## config.mk

```make
export PLATFORM = sky130hd
export DESIGN_NAME = instruction_loader_flat
export DESIGN_NICKNAME = d
export VERILOG_FILES = /design/src/rtl/instruction_loader_if.sv /design/src/rtl/instruction_loader.sv /design/src/flat_wrapper.sv
export SDC_FILE = /design/constraint.sdc
export NUM_CORES = 1
export LEC_CHECK = 0
export CORE_ASPECT_RATIO = 1.25
export CORE_MARGIN = 2
export CORE_UTILIZATION = 57
export DETAILED_ROUTE_END_ITERATION = 8
export MAX_ROUTING_LAYER = met4
export PLACE_DENSITY_LB_ADDON = 0.05
export SETUP_SLACK_MARGIN = 0.05
export SLEW_MARGIN = 20
export SYNTH_ARGS = -nofsm -noshare
export SYNTH_HDL_FRONTEND = slang
export SYNTH_SLANG_ARGS = --single-unit
```

## constraint.sdc

```tcl
create_clock -name clock -period 7.48 [get_ports clock]
set_clock_uncertainty 0.05 [all_clocks]
set_input_delay 2.244 -clock clock [delete_from_list [all_inputs] [get_ports clock]]
set_output_delay 2.244 -clock clock [all_outputs]
set_load 0.02 [all_outputs]
```

## src/rtl/instruction_loader_if.sv

```systemverilog
// Byte-stream input and instruction-memory write port of the instruction loader.
// The master modport is the loader; slave is the stream source / memory side.
interface instruction_loader_if;
    logic        in_valid;
    logic [7:0]  in_data;
    logic        in_ready;
    logic        mem_write;
    logic [31:0] mem_address;
    logic [31:0] mem_data;

    modport master (
        input  in_valid,
        input  in_data,
        output in_ready,
        output mem_write,
        output mem_address,
        output mem_data
    );

    modport slave (
        output in_valid,
        output in_data,
        input  in_ready,
        input  mem_write,
        input  mem_address,
        input  mem_data
    );
endinterface

```

## src/rtl/instruction_loader.sv

```systemverilog
// Loads a byte-streamed program image into instruction memory as little-endian words,
// holding the core meanwhile and validating a trailing XOR checksum.
module instruction_loader #(
    parameter int unsigned DEPTH   = 32,
    parameter int unsigned COUNT_W = 6
) (
    input  logic                 clock,
    input  logic                 reset,
    input  logic                 start,
    instruction_loader_if.master bus,
    output logic                 core_hold,
    output logic                 busy,
    output logic                 done,
    output logic                 error,
    output logic [1:0]           error_code,
    output logic [COUNT_W-1:0]   words_loaded
);

    typedef enum logic [2:0] {
        StIdle, StCount, StData, StWrite, StCheck, StDone, StError
    } state_e;

    state_e               state_q, state_d;
    logic [COUNT_W-1:0]   count_q, count_d;
    logic [COUNT_W-1:0]   words_q, words_d;
    logic [1:0]           byte_idx_q, byte_idx_d;
    logic [31:0]          word_q, word_d;
    logic [7:0]           csum_q, csum_d;
    logic [31:0]          mem_address_q, mem_address_d;
    logic [31:0]          mem_data_q, mem_data_d;
    logic                 done_q, done_d;
    logic                 error_q, error_d;
    logic [1:0]           error_code_q, error_code_d;
    logic                 in_ready_w;
    logic                 accept;

    assign in_ready_w = (state_q == StCount) || (state_q == StData) || (state_q == StCheck);
    assign accept     = bus.in_valid && in_ready_w;

    assign bus.in_ready    = in_ready_w;
    assign bus.mem_write   = (state_q == StWrite);
    assign bus.mem_address = mem_address_q;
    assign bus.mem_data    = mem_data_q;

    assign busy         = (state_q == StCount) || (state_q == StData) ||
                          (state_q == StWrite) || (state_q == StCheck);
    assign core_hold    = busy;
    assign done         = done_q;
    assign error        = error_q;
    assign error_code   = error_code_q;
    assign words_loaded = words_q;

    always_comb begin
        state_d       = state_q;
        count_d       = count_q;
        words_d       = words_q;
        byte_idx_d    = byte_idx_q;
        word_d        = word_q;
        csum_d        = csum_q;
        mem_address_d = mem_address_q;
        mem_data_d    = mem_data_q;
        done_d        = done_q;
        error_d       = error_q;
        error_code_d  = error_code_q;

        unique case (state_q)
            StIdle, StDone, StError: begin
                if (start) begin
                    state_d      = StCount;
                    done_d       = 1'b0;
                    error_d      = 1'b0;
                    error_code_d = 2'b00;
                    words_d      = '0;
                    csum_d       = '0;
                    byte_idx_d   = '0;
                end
            end
            StCount: begin
                if (accept) begin
                    csum_d  = csum_q ^ bus.in_data;
                    count_d = COUNT_W'(bus.in_data);
                    if ((bus.in_data == 8'd0) || (32'(bus.in_data) > DEPTH)) begin
                        state_d      = StError;
                        error_d      = 1'b1;
                        error_code_d = 2'b01;
                    end else begin
                        state_d    = StData;
                        byte_idx_d = '0;
                    end
                end
            end
            StData: begin
                if (accept) begin
                    csum_d = csum_q ^ bus.in_data;
                    word_d[{byte_idx_q, 3'b000} +: 8] = bus.in_data;
                    byte_idx_d = byte_idx_q + 2'd1;
                    if (byte_idx_q == 2'd3) begin
                        // Latch the write now so address/data hold after the strobe.
                        state_d       = StWrite;
                        mem_address_d = 32'({words_q, 2'b00});
                        mem_data_d    = word_d;
                    end
                end
            end
            StWrite: begin
                words_d = words_q + COUNT_W'(1);
                if ((words_q + COUNT_W'(1)) == count_q) begin
                    state_d = StCheck;
                end else begin
                    state_d = StData;
                end
            end
            StCheck: begin
                if (accept) begin
                    if (bus.in_data == csum_q) begin
                        state_d = StDone;
                        done_d  = 1'b1;
                    end else begin
                        state_d      = StError;
                        error_d      = 1'b1;
                        error_code_d = 2'b10;
                    end
                end
            end
            default: state_d = StIdle;
        endcase
    end

    always_ff @(posedge clock or posedge reset) begin
        if (reset) begin
            state_q       <= StIdle;
            count_q       <= '0;
            words_q       <= '0;
            byte_idx_q    <= '0;
            word_q        <= '0;
            csum_q        <= '0;
            mem_address_q <= '0;
            mem_data_q    <= '0;
            done_q        <= 1'b0;
            error_q       <= 1'b0;
            error_code_q  <= 2'b00;
        end else begin
            state_q       <= state_d;
            count_q       <= count_d;
            words_q       <= words_d;
            byte_idx_q    <= byte_idx_d;
            word_q        <= word_d;
            csum_q        <= csum_d;
            mem_address_q <= mem_address_d;
            mem_data_q    <= mem_data_d;
            done_q        <= done_d;
            error_q       <= error_d;
            error_code_q  <= error_code_d;
        end
    end

endmodule

```

## src/flat_wrapper.sv

```systemverilog
// flat-port wrapper written by rule: the top's interface ports become plain ports
module instruction_loader_flat 
#(
    parameter int unsigned DEPTH   = 32,
    parameter int unsigned COUNT_W = 6
)
  (clock, reset, start, core_hold, busy, done, error, error_code, words_loaded, bus_in_valid, bus_in_data, bus_in_ready, bus_mem_write, bus_mem_address, bus_mem_data);
  instruction_loader_if bus_i ();
  input  logic clock;
  input  logic reset;
  input  logic start;
  output logic core_hold;
  output logic busy;
  output logic done;
  output logic error;
  output logic [1:0] error_code;
  output logic [COUNT_W-1:0] words_loaded;
  input wire logic [$bits(bus_i.in_valid)-1:0] bus_in_valid;
  input wire logic [$bits(bus_i.in_data)-1:0] bus_in_data;
  output wire logic [$bits(bus_i.in_ready)-1:0] bus_in_ready;
  output wire logic [$bits(bus_i.mem_write)-1:0] bus_mem_write;
  output wire logic [$bits(bus_i.mem_address)-1:0] bus_mem_address;
  output wire logic [$bits(bus_i.mem_data)-1:0] bus_mem_data;
  assign bus_i.in_valid = bus_in_valid;
  assign bus_i.in_data = bus_in_data;
  assign bus_in_ready = bus_i.in_ready;
  assign bus_mem_write = bus_i.mem_write;
  assign bus_mem_address = bus_i.mem_address;
  assign bus_mem_data = bus_i.mem_data;
  instruction_loader #(.DEPTH(DEPTH), .COUNT_W(COUNT_W)) u_core (.clock(clock), .reset(reset), .start(start), .bus(bus_i), .core_hold(core_hold), .busy(busy), .done(done), .error(error), .error_code(error_code), .words_loaded(words_loaded));
endmodule
```

==> flow_metrics.py, run 1 <==
# Generated from Yosys and OpenROAD reports
metrics = {
    "route": {
        "firstDrtPassIters": 5,
        "drcViolationCount": 0,
        "via_per_inst": 5.61,
        "wl_per_cell_um": 16.3,
        "vias": 3848,
    },
    "placed_design": {
        "portBuffers": 63,
        "post_dp_cell_area_um2": 5580,
        "dp_hpwl_um": 7510,
    },
    "sta": {
        "period_needed_ps": 5110,
        "timing_hold_violations_final": 0,
        "fmax_mhz": 196,
        "fin_crit_sh_pct": 68.3,
        "slew_headroom_pct": 47.8,
        "finalSetupViolCount": 0,
        "rsz0062_at_grt": "false",
    },
    "floorplan": {
        "chipArea_um2": 9630,
        "die_y_um": 109,
        "num_rows": 38,
    },
    "hold_path": {
        "min_path_type": "reg -> reg",
    },
    "final_layout": {
        "fill_cells": 738,
        "final_nets": 580,
        "seq_share_pct": 42.8,
        "mi_logic_area_um2": 2280,
        "inv_count": 6,
        "regArea_um2": 2480,
        "syn2layout_area_growth_pct": 14.7,
        "final-nonclk-buf-share_pct": 11.3,
    },
    "power_and_ir_drop": {
        "p_leak_nw": 2.55,
        "power_density_nw_per_um2": 422,
        "ir_drop_mv": 0.240,
    },
    "clocking": {
        "clock_path_buffers": 2,
        "cts.reportedPaths.clkPinSlew_ps": 90,
        "cts_tree": "yes",
        "ctsHtreeMaxLevel": 3,
        "clock_sinks": 99,
        "ctsHoldBuffers": 0,
        "cts_setup_buffers": 0,
    },
    "outcome": {
        "status": "finished clean",
    },
    "global_route": {
        "grt_overflow_total": 0,
        "antenna_found_initial": 0,
        "grt_max_degree": 71,
        "grt.total_usage_pct": 25.7,
    },
    "logic_synthesis": {
        "largest_area_cell": "dfrtp_1",
        "top_cell_area_share_pct": 49.1,
        "syn_area_um2": 5050,
        "simple_gate_area_share_pct": 15.1,
        "syn_inst": 520,
        "yosysChipArea_um2": 5050,
        "edf_count": 0,
        "ys_cells": 520,
        "yosys.area_share.aoi_pct": 19.8,
    },
    "worst_setup_path": {
        "path_delay_family": "simple AND/OR/NAND/NOR gates",
        "slowest_delay_ps": 790,
        "worstPathCellList": "nor2b_1 > nand2_1 > nand3_1 > clkdlybuf4s50_1",
        "cp_data_arrival_time_ps": 2810,
        "cp.required_ps": 5190,
        "start_kind": "register",
    },
    "job": {
        "cap_violations": 0,
        "warnings": 31,
    },
}
-- run 1: cell usage in the layout (no fill, tap or decap), drive strengths merged, types with 2 or more instances in the layout --
cell type | netlist | routed
o22a | 2 | 2
nor4bb | 2 | 2
nand3 | 6 | 6
nand4 | 2 | 2
buf | 42 | 3
clkbuf | 19 | 11
mux2 | 13 | 13
or3 | 2 | 2
conb | 1 | 26
or2b | 2 | 2
xor2 | 12 | 12
mux2i | 3 | 3
xnor2 | 4 | 4
clkdlybuf4s50 | 0 | 63
nand2 | 25 | 25
ha | 7 | 7
o22ai | 2 | 2
nor2 | 55 | 55
nand2b | 2 | 2
dfrtp | 99 | 99
nor4 | 3 | 3
a2111oi | 2 | 2
o21ai | 25 | 25
a22o | 33 | 33
and3 | 3 | 3
nor2b | 34 | 34
a21oi | 86 | 86
and2 | 6 | 6
nor3 | 7 | 7
clkinv | 1 | 3
inv | 5 | 6
a31oi | 2 | 2
o221ai | 2 | 2
o21a | 2 | 2
-- run 1: worst reg2reg max path, delay by kind of cell, from the launching register on --
kind             cells  cell delay [ps]
DFF                  1              790
and+or+nand+nor      3             1330
muxes                1              430
-- run 1: flip-flops by register name, summed over array words and instances (netlist names) --
| name | flops |
|---|---|
| u_core.error | 1 |
| u_core.state_q | 3 |
| u_core.words_loaded | 6 |
| u_core.word_q | 32 |
| u_core.bus.mem_address | 6 |
| u_core.byte_idx_q | 2 |
| u_core.count_q | 6 |
| u_core.error_code | 2 |
| u_core.done | 1 |
| u_core.bus.mem_data | 32 |
| u_core.csum_q | 8 |
-- run 1: final timing paths --
kind | from | endpoint | slack (ps) | cells after the start
setup reg to reg | u_core.state_q[1] | u_core.bus.mem_address[3] | 4800 | 4
hold / removal | u_core.word_q[11] | u_core.word_q[11] | 450 | 1
min in group asynchronous | reset | u_core.csum_q[6] | 2190 | 2
hold reg to reg | u_core.word_q[11] | u_core.word_q[11] | 450 | 1
max in group asynchronous | reset | u_core.bus.mem_data[28] | 4050 | 3
setup / recovery | u_core.state_q[1] | busy | 2370 | 4
-- run 1: per-stage QoR --
step           cells  power [W]  hold WS, ps  setup WS (ps)  utilization, %
3_5_place_dp     670    0.00209          424           2610            64.5
4_1_cts          686    0.00246          455           2410            66.8
5_1_grt          686    0.00262          471           2190            66.9
3_3_place_gp     670    0.00206          425           2650            64.5
6_report         686    0.00244          453           2370            66.9
2_1_floorplan    545    0.00169          408           2600               -
-- run 1: where the power goes --
| group | switching (W) | leakage [nW] | internal, W | total (W) |
|---|---|---|---|---|
| combinational | 0.000625 | 1.18 | 0.000531 | 0.00116 |
| sequential | 0.000176 | 1.27 | 0.000754 | 0.000930 |
| clock | 0.000190 | 0.0999 | 0.000165 | 0.000356 |
-- run 1: metal layers --
| metal | share of wire [%] | track usage (%) | up-vias |
|---|---|---|---|
| li1 | - | - | 1848 |
| met1 | 45 | 34.6 | 1891 |
| met2 | 50 | 40.1 | 96 |
| met3 | 3.7 | 4.31 | 13 |
| met4 | 1.3 | 8.01 | 0 |
| met5 | 0 | - | - |
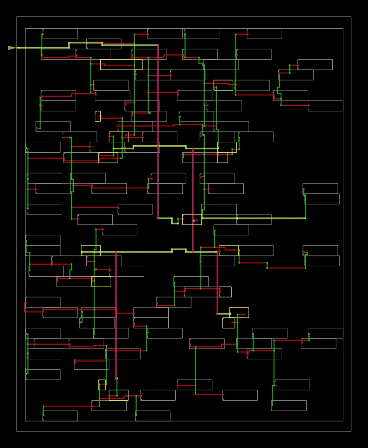
(run_1/clocks.png)
# clk buffers: 11
Clk power: 0.000356 W

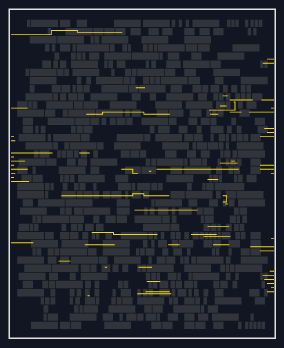
(run_1/layer_met3.png)
Drawn at 3 px/um.
share of all routed wire	3.7%
main direction	horizontal
longest straight run	27.1 um
nets with wire on the layer	56

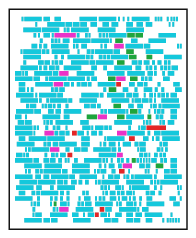
(run_1/sizes.png)
Drawn at 2 px/um.
colour	size	cells
magenta	_6 and larger	12
red	_3 and _4 cells	8
cyan	_0 and _1 cells	528
green	_2 cells	18

==> run_1/placement_by_type.png <==
Drawn at 4 px/um.
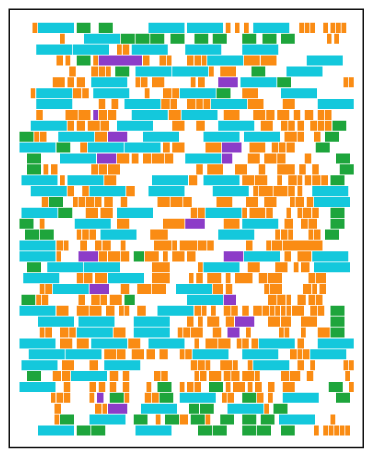

==> run 2: changes to the inputs <==
--- a/config.mk
+++ b/config.mk
@@ -7,7 +7,7 @@
 export LEC_CHECK = 0
 export CORE_ASPECT_RATIO = 1.25
 export CORE_MARGIN = 2
-export CORE_UTILIZATION = 57
+export CORE_UTILIZATION = 53
 export DETAILED_ROUTE_END_ITERATION = 8
 export MAX_ROUTING_LAYER = met4
 export PLACE_DENSITY_LB_ADDON = 0.05
==> constraint.sdc (replaced) <==
create_clock -name clock -period 5.3 [get_ports clock]
set_clock_uncertainty 0.05 [all_clocks]
set_input_delay 1.59 -clock clock [delete_from_list [all_inputs] [get_ports clock]]
set_output_delay 1.59 -clock clock [all_outputs]
set_load 0.02 [all_outputs]
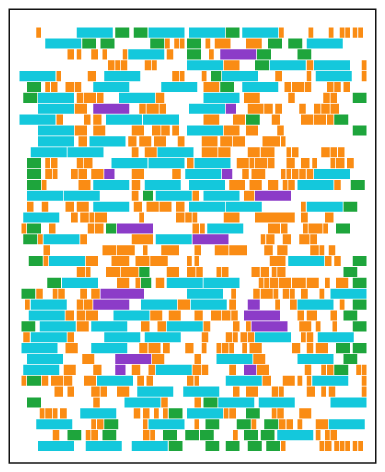
(run_2/placement_by_type.png)
Drawn at 4 px/um.
colour	class	cells	share of their area
orange	combinational and other logic	385	40%
purple	clock drivers and dummy loads	16	5.3%
green	remaining buffers and delay cells	68	12%
cyan	sequential cells	99	43%

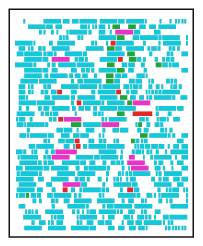
(run_2/sizes.png)
Drawn at 2 px/um.
colour	size	cells
red	_3 and _4 cells	11
magenta	_6 and larger	11
green	_2 cells	19
cyan	_0 and _1 cells	527

==> flow_metrics.py, run 2 <==
# Generated from Yosys and OpenROAD reports
metrics = {
    "final_layout": {
        "drive_gt1_share_pct": 7.22,
        "syn2layout_area_growth_pct": 17.0,
        "final_cell_mix": "99 x dfrtp_1, 86 x a21oi_1, 63 x clkdlybuf4s50_1, 53 x nor2_1, 34 x nor2b_1",
        "post-route-util_pct": 64.0,
        "fill_cells": 759,
        "final_cell_area_um2": 5900,
        "final_common_cell": "dfrtp_1",
        "final_nets": 582,
    },
    "logic_synthesis": {
        "yosysChipArea_um2": 5050,
        "avgSynthCellArea_um2": 9.70,
        "ys_seq_share_pct": 49.1,
        "top_cell_area_share_pct": 49.1,
        "edf_count": 0,
        "most_common_cell": "dfrtp_1",
        "ys_cells": 520,
        "topCellsByArea": "dfrtp_1 49%, a21oi_1 8.5%, a22o_1 5.7%",
        "synth_flops": 99,
        "syn_area_um2": 5050,
        "largest_area_cell": "dfrtp_1",
        "common_cells": "99 x dfrtp_1, 86 x a21oi_1, 53 x nor2_1",
        "syn_inst": 520,
        "yosysWarnings": 0,
    },
    "sta": {
        "holdWs_ps": 443,
        "timing_hold_violations_final": 0,
        "rsz0062_at_grt": "false",
        "period_needed_ps": 4300,
        "setup_slack_ps": 998,
        "maxSlewViolCount": 0,
        "worstMarginPinSlew_ps": 792,
        "slew_headroom_pct": 47.1,
        "finalSetupViolCount": 0,
        "fin_crit_sh_pct": 81.2,
        "fmax_mhz": 232,
    },
    "route": {
        "wl_per_cell_um": 16.8,
        "via_per_inst": 5.68,
        "firstDrtPassIters": 4,
        "postRouteAntennaNets": 0,
        "drcViolationCount": 0,
        "vias": 3923,
        "drtIter0Drc": 203,
    },
    "worst_setup_path": {
        "end_kind": "output port",
        "criticalPathCategory": "reg -> out",
        "start_kind": "register",
        "cp_data_arrival_time_ps": 2660,
        "cp_max_fo": 21,
        "cp.required_ps": 3660,
    },
    "clocking": {
        "cts.reportedPaths.clkPinSlew_ps": 70,
        "clock_latency_ps": 340,
        "ctsHoldBuffers": 0,
        "cts_resized": 0,
        "cts-root-buf": "clkbuf_16",
        "clock_sinks": 99,
        "cts_setup_buffers": 0,
        "clock_path_buffers": 2,
        "ctsHtreeMaxLevel": 3,
        "cts_tree": "yes",
    },
    "placed_design": {
        "dp_hpwl_um": 7870,
        "portBuffers": 63,
        "pre_cts_slack_ps": 1200,
        "gp_congestion": 0.878,
        "post_dp_cell_area_um2": 5600,
    },
    "outcome": {
        "status": "finished clean",
    },
    "floorplan": {
        "io_pins": 90,
        "core_um2": 9220,
        "fp_util_pct": 54.7,
        "chipArea_um2": 10300,
        "die_w_um": 91.3,
        "num_rows": 39,
        "die_y_um": 113,
    },
    "job": {
        "cap_violations": 0,
        "warnings": 31,
    },
    "hold_path": {
        "min_path_type": "reg -> reg",
    },
    "power_and_ir_drop": {
        "power_density_nw_per_um2": 610,
        "ir_drop_mv": 0.305,
        "p_leak_nw": 2.59,
    },
    "global_route": {
        "grt_overflow_total": 0,
        "grt_pass1_wl_um": 19300,
        "grt_max_degree": 44,
        "grt.total_usage_pct": 24.2,
        "antenna_found_initial": 0,
        "grt_pass1_vias": 3830,
    },
}
-- run 2: routing by layer --
layer  track usage (%)  up-vias  share of wire (%)  wire length [um]
met5                 -        -                  0                 0
met4              8.48        0                1.3               156
li1                  -     1851                  -                 -
met1              32.0     1962                 44              5150
met2              39.4       98                 51              5900
met3              2.66       12                3.3               381
-- run 2: worst max-delay path, cell delays in order (launching register included) --
cell and delay, ps:
dfrtp_1 800, nor2b_1 580, nand2_1 180, nand3_1 140, clkdlybuf4s50_1 610
-- run 2: power by group --
group / switching (W) / total [W] / internal (W)
Combinational: 0.000875 / 0.00163 / 0.000751
Sequential: 0.000253 / 0.00132 / 0.00107
Clock: 0.000289 / 0.000657 / 0.000368
Total: 0.00142 / 0.00360 / 0.00218
-- run 2: final timing paths --
kind	slack, ps	endpoint	startpoint	depth (start not counted)
max in group asynchronous	2700	u_core.bus.mem_data[17]	reset	3
max	1000	busy	u_core.state_q[1]	4
min reg2reg	440	u_core.word_q[1]	u_core.word_q[1]	1
min	440	u_core.word_q[1]	u_core.word_q[1]	1
max reg2reg	2380	u_core.bus.mem_data[13]	u_core.state_q[1]	6
min in group asynchronous	1620	u_core.word_q[10]	reset	2
-- run 2: cells by family after synthesis --
family	count (synthesis)	synth area share (%)
compound gates	161	19.8
simple gates	152	15.1
flops	99	49.1
buf+inv	67	7.66
xor+xnor	16	2.78
mux	16	3.50
fa+ha+maj	8	1.93
other cells	1	0.0743
-- run 2: through the flow --
step	power, W	cells
floorplan	0.00238	545
global placement	0.00292	675
detailed placement	0.00296	675
CTS	0.00364	691
global route	0.00385	691
finish	0.00360	691
-- run 2: cell type report --
cell class / count / area, um2 / area share [%]
Sequential cell: 99 / 2480 / 42.0
Multi-Input combinational cell: 379 / 2280 / 38.6
Clock buffer: 9 / 225 / 3.82
Tap cell: 123 / 154 / 2.61
Inverter: 6 / 23.8 / 0.403
Timing Repair Buffer: 68 / 668 / 11.3
Clock inverter: 7 / 77.6 / 1.31
==> run 3: changes to the inputs <==
--- a/config.mk
+++ b/config.mk
@@ -7,7 +7,7 @@
 export LEC_CHECK = 0
 export CORE_ASPECT_RATIO = 1.25
 export CORE_MARGIN = 2
-export CORE_UTILIZATION = 53
+export CORE_UTILIZATION = 48
 export DETAILED_ROUTE_END_ITERATION = 8
 export MAX_ROUTING_LAYER = met4
 export PLACE_DENSITY_LB_ADDON = 0.05
==> constraint.sdc (replaced) <==
create_clock -name clock -period 3.6 [get_ports clock]
set_clock_uncertainty 0.05 [all_clocks]
set_input_delay 1.08 -clock clock [delete_from_list [all_inputs] [get_ports clock]]
set_output_delay 1.08 -clock clock [all_outputs]
set_load 0.02 [all_outputs]
==> flow_metrics.py, run 3 <==
# Generated from Yosys and OpenROAD reports
metrics = {
    "logic_synthesis": {
        "common_cells": "99 x dfrtp_1, 86 x a21oi_1, 53 x nor2_1",
        "avgSynthCellArea_um2": 9.70,
        "synth_flops": 99,
        "syn_inst": 520,
        "edf_count": 0,
        "most_common_cell": "dfrtp_1",
        "largest_area_cell": "dfrtp_1",
        "ys_seq_share_pct": 49.1,
        "ys_cells": 520,
        "yosysChipArea_um2": 5050,
    },
    "worst_setup_path": {
        "cp_data_arrival_time_ps": 2140,
        "start_kind": "register",
        "end_kind": "output port",
        "worstPathCellList": "buf_4 > nor2_2 > nand2_1 > nand3_1 > clkdlybuf4s50_1",
        "path_delay_family": "buffers and inverters",
        "cp.required_ps": 2470,
        "crit_buf_inv": 2,
    },
    "sta": {
        "finalSetupViolCount": 0,
        "fin_crit_sh_pct": 90.9,
        "rsz0062_at_grt": "false",
        "timing_hold_violations_final": 0,
        "maxSlewViolCount": 0,
    },
    "global_route": {
        "grt.total_usage_pct": 22.7,
        "grt_max_degree": 56,
        "grt_pass1_wl_um": 19600,
        "antenna_found_initial": 0,
        "grt_pass1_vias": 3864,
    },
    "floorplan": {
        "fp_util_pct": 49.7,
        "core_um2": 10200,
    },
    "power_and_ir_drop": {
        "ir_drop_mv": 0.394,
        "internal_power_w": 0.00335,
        "comb_power_share_pct": 46.1,
        "p_seq_share_pct": 35.1,
        "clkPwrFrac_pct": 18.8,
        "p_leak_nw": 2.69,
    },
    "clocking": {
        "cts_resized": 0,
        "clock_sinks": 99,
        "cts_tree": "yes",
        "cts-root-buf": "clkbuf_16",
        "cts.reportedPaths.clkPinSlew_ps": 60,
    },
    "route": {
        "drtIter0Drc": 182,
        "postRouteAntennaNets": 0,
        "wl_per_cell_um": 16.3,
        "drcViolationCount": 0,
        "via_per_inst": 5.49,
    },
    "outcome": {
        "status": "finished clean",
    },
    "placed_design": {
        "dp_hpwl_um": 8030,
        "post_dp_cell_area_um2": 5750,
    },
    "final_layout": {
        "final_nets": 599,
    },
}
==> run 3: cell counts after synthesis <==
Identical to the previous run, type by type.
==> run 3: stage by stage <==
step / total power [W] / setup slack, ps / instances / util (%) / hold slack [ps]
after floorplan: 0.00351 / 772 / 545 / - / 408
after global placement: 0.00439 / 331 / 698 / 56.6 / 425
after detailed placement: 0.00446 / 296 / 698 / 56.6 / 424
after CTS: 0.00550 / 310 / 714 / 59.7 / 446
after global routing: 0.00585 / 170 / 714 / 59.7 / 452
final: 0.00544 / 327 / 714 / 59.7 / 440
==> run 3: final cells by class <==
type / instances / area [um2]
Timing Repair Buffer: 85 / 808
Multi-Input combinational cell: 379 / 2280
Sequential cell: 99 / 2480
Inverter: 6 / 26.3
Fill cell: 905 / 4090
Clock inverter: 6 / 88.8
Clock buffer: 10 / 229
Tap cell: 129 / 161
==> run 3: cells by family after synthesis <==
family                     after synthesis  synth area share, %
adders and majority gates                8                 1.93
buffers and inverters                   67                 7.66
AOI/OAI and AO/OA                      161                 19.8
and+or+nand+nor                        152                 15.1
other                                    1               0.0743
muxes                                   16                 3.50
DFF                                     99                 49.1
xor gates and xnor gates                16                 2.78
==> run 3: worst paths after layout <==
kind / from / end / slack, ps / cells after the start
max in group asynchronous: reset / u_core.count_q[2] / 1770 / 3
max: u_core.state_q[1] / busy / 330 / 5
min: u_core.word_q[5] / u_core.word_q[5] / 440 / 1
max reg2reg: u_core.byte_idx_q[0] / u_core.word_q[29] / 1130 / 5
min in group asynchronous: reset / u_core.word_q[12] / 1210 / 3
min reg2reg: u_core.word_q[5] / u_core.word_q[5] / 440 / 1
==> run 3: worst reg2reg max path, delay by kind of cell, from the launching register on <==
kind / cells / cell delay (ps)
AND/OR/NAND/NOR: 2 / 1090
flip-flops: 1 / 530
AND-OR/OR-AND: 1 / 190
buffers and inverters: 1 / 160
adder cells (fa/ha/maj): 1 / 400
==> run 3: power by group through the flow <==
| stage | combinational, W | clock [W] | sequential (W) |
|---|---|---|---|
| global placement | 0.00249 | 0 | 0.00190 |
| CTS | 0.00254 | 0.00105 | 0.00191 |
| finish | 0.00251 | 0.00102 | 0.00191 |
| global route | 0.00279 | 0.00109 | 0.00197 |
| detailed placement | 0.00253 | 0 | 0.00192 |
| floorplan | 0.00140 | 0 | 0.00211 |
==> run 3: metal layers <==
metal,wire length [um],share of wire (%),track usage (%)
met3,420,3.6,3.63
met5,0,0,-
met2,5930,51,35.9
met1,5070,44,29.9
met4,197,1.7,7.23
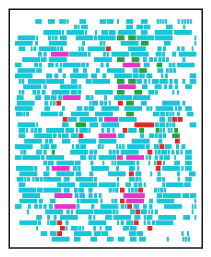
(run_3/sizes.png)
Drawn at 2 px/um.
colour	size	cells
red	_3 and _4 cells	25
green	_2 cells	19
cyan	_0 and _1 cells	528
magenta	_6 and larger	13
final setup margin: 327 ps
post-route cell area: 6070 um2
Non-clock buffers: 85
P&R area growth vs syn: 20.3%

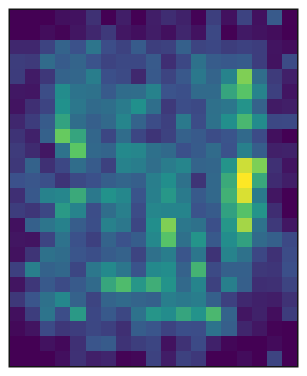
(run_3/metal_density.png)
Drawn at 3 px/um. The die is cut into 19 by 24 equal tiles; dark purple is low, yellow is high, scaled to the fullest tile. Values are wire area over tile area, all layers added.
mean over tiles	0.16
tiles over half the peak	9.0%
fullest tile	0.59

Power is estimated from default activity; no workload was simulated.
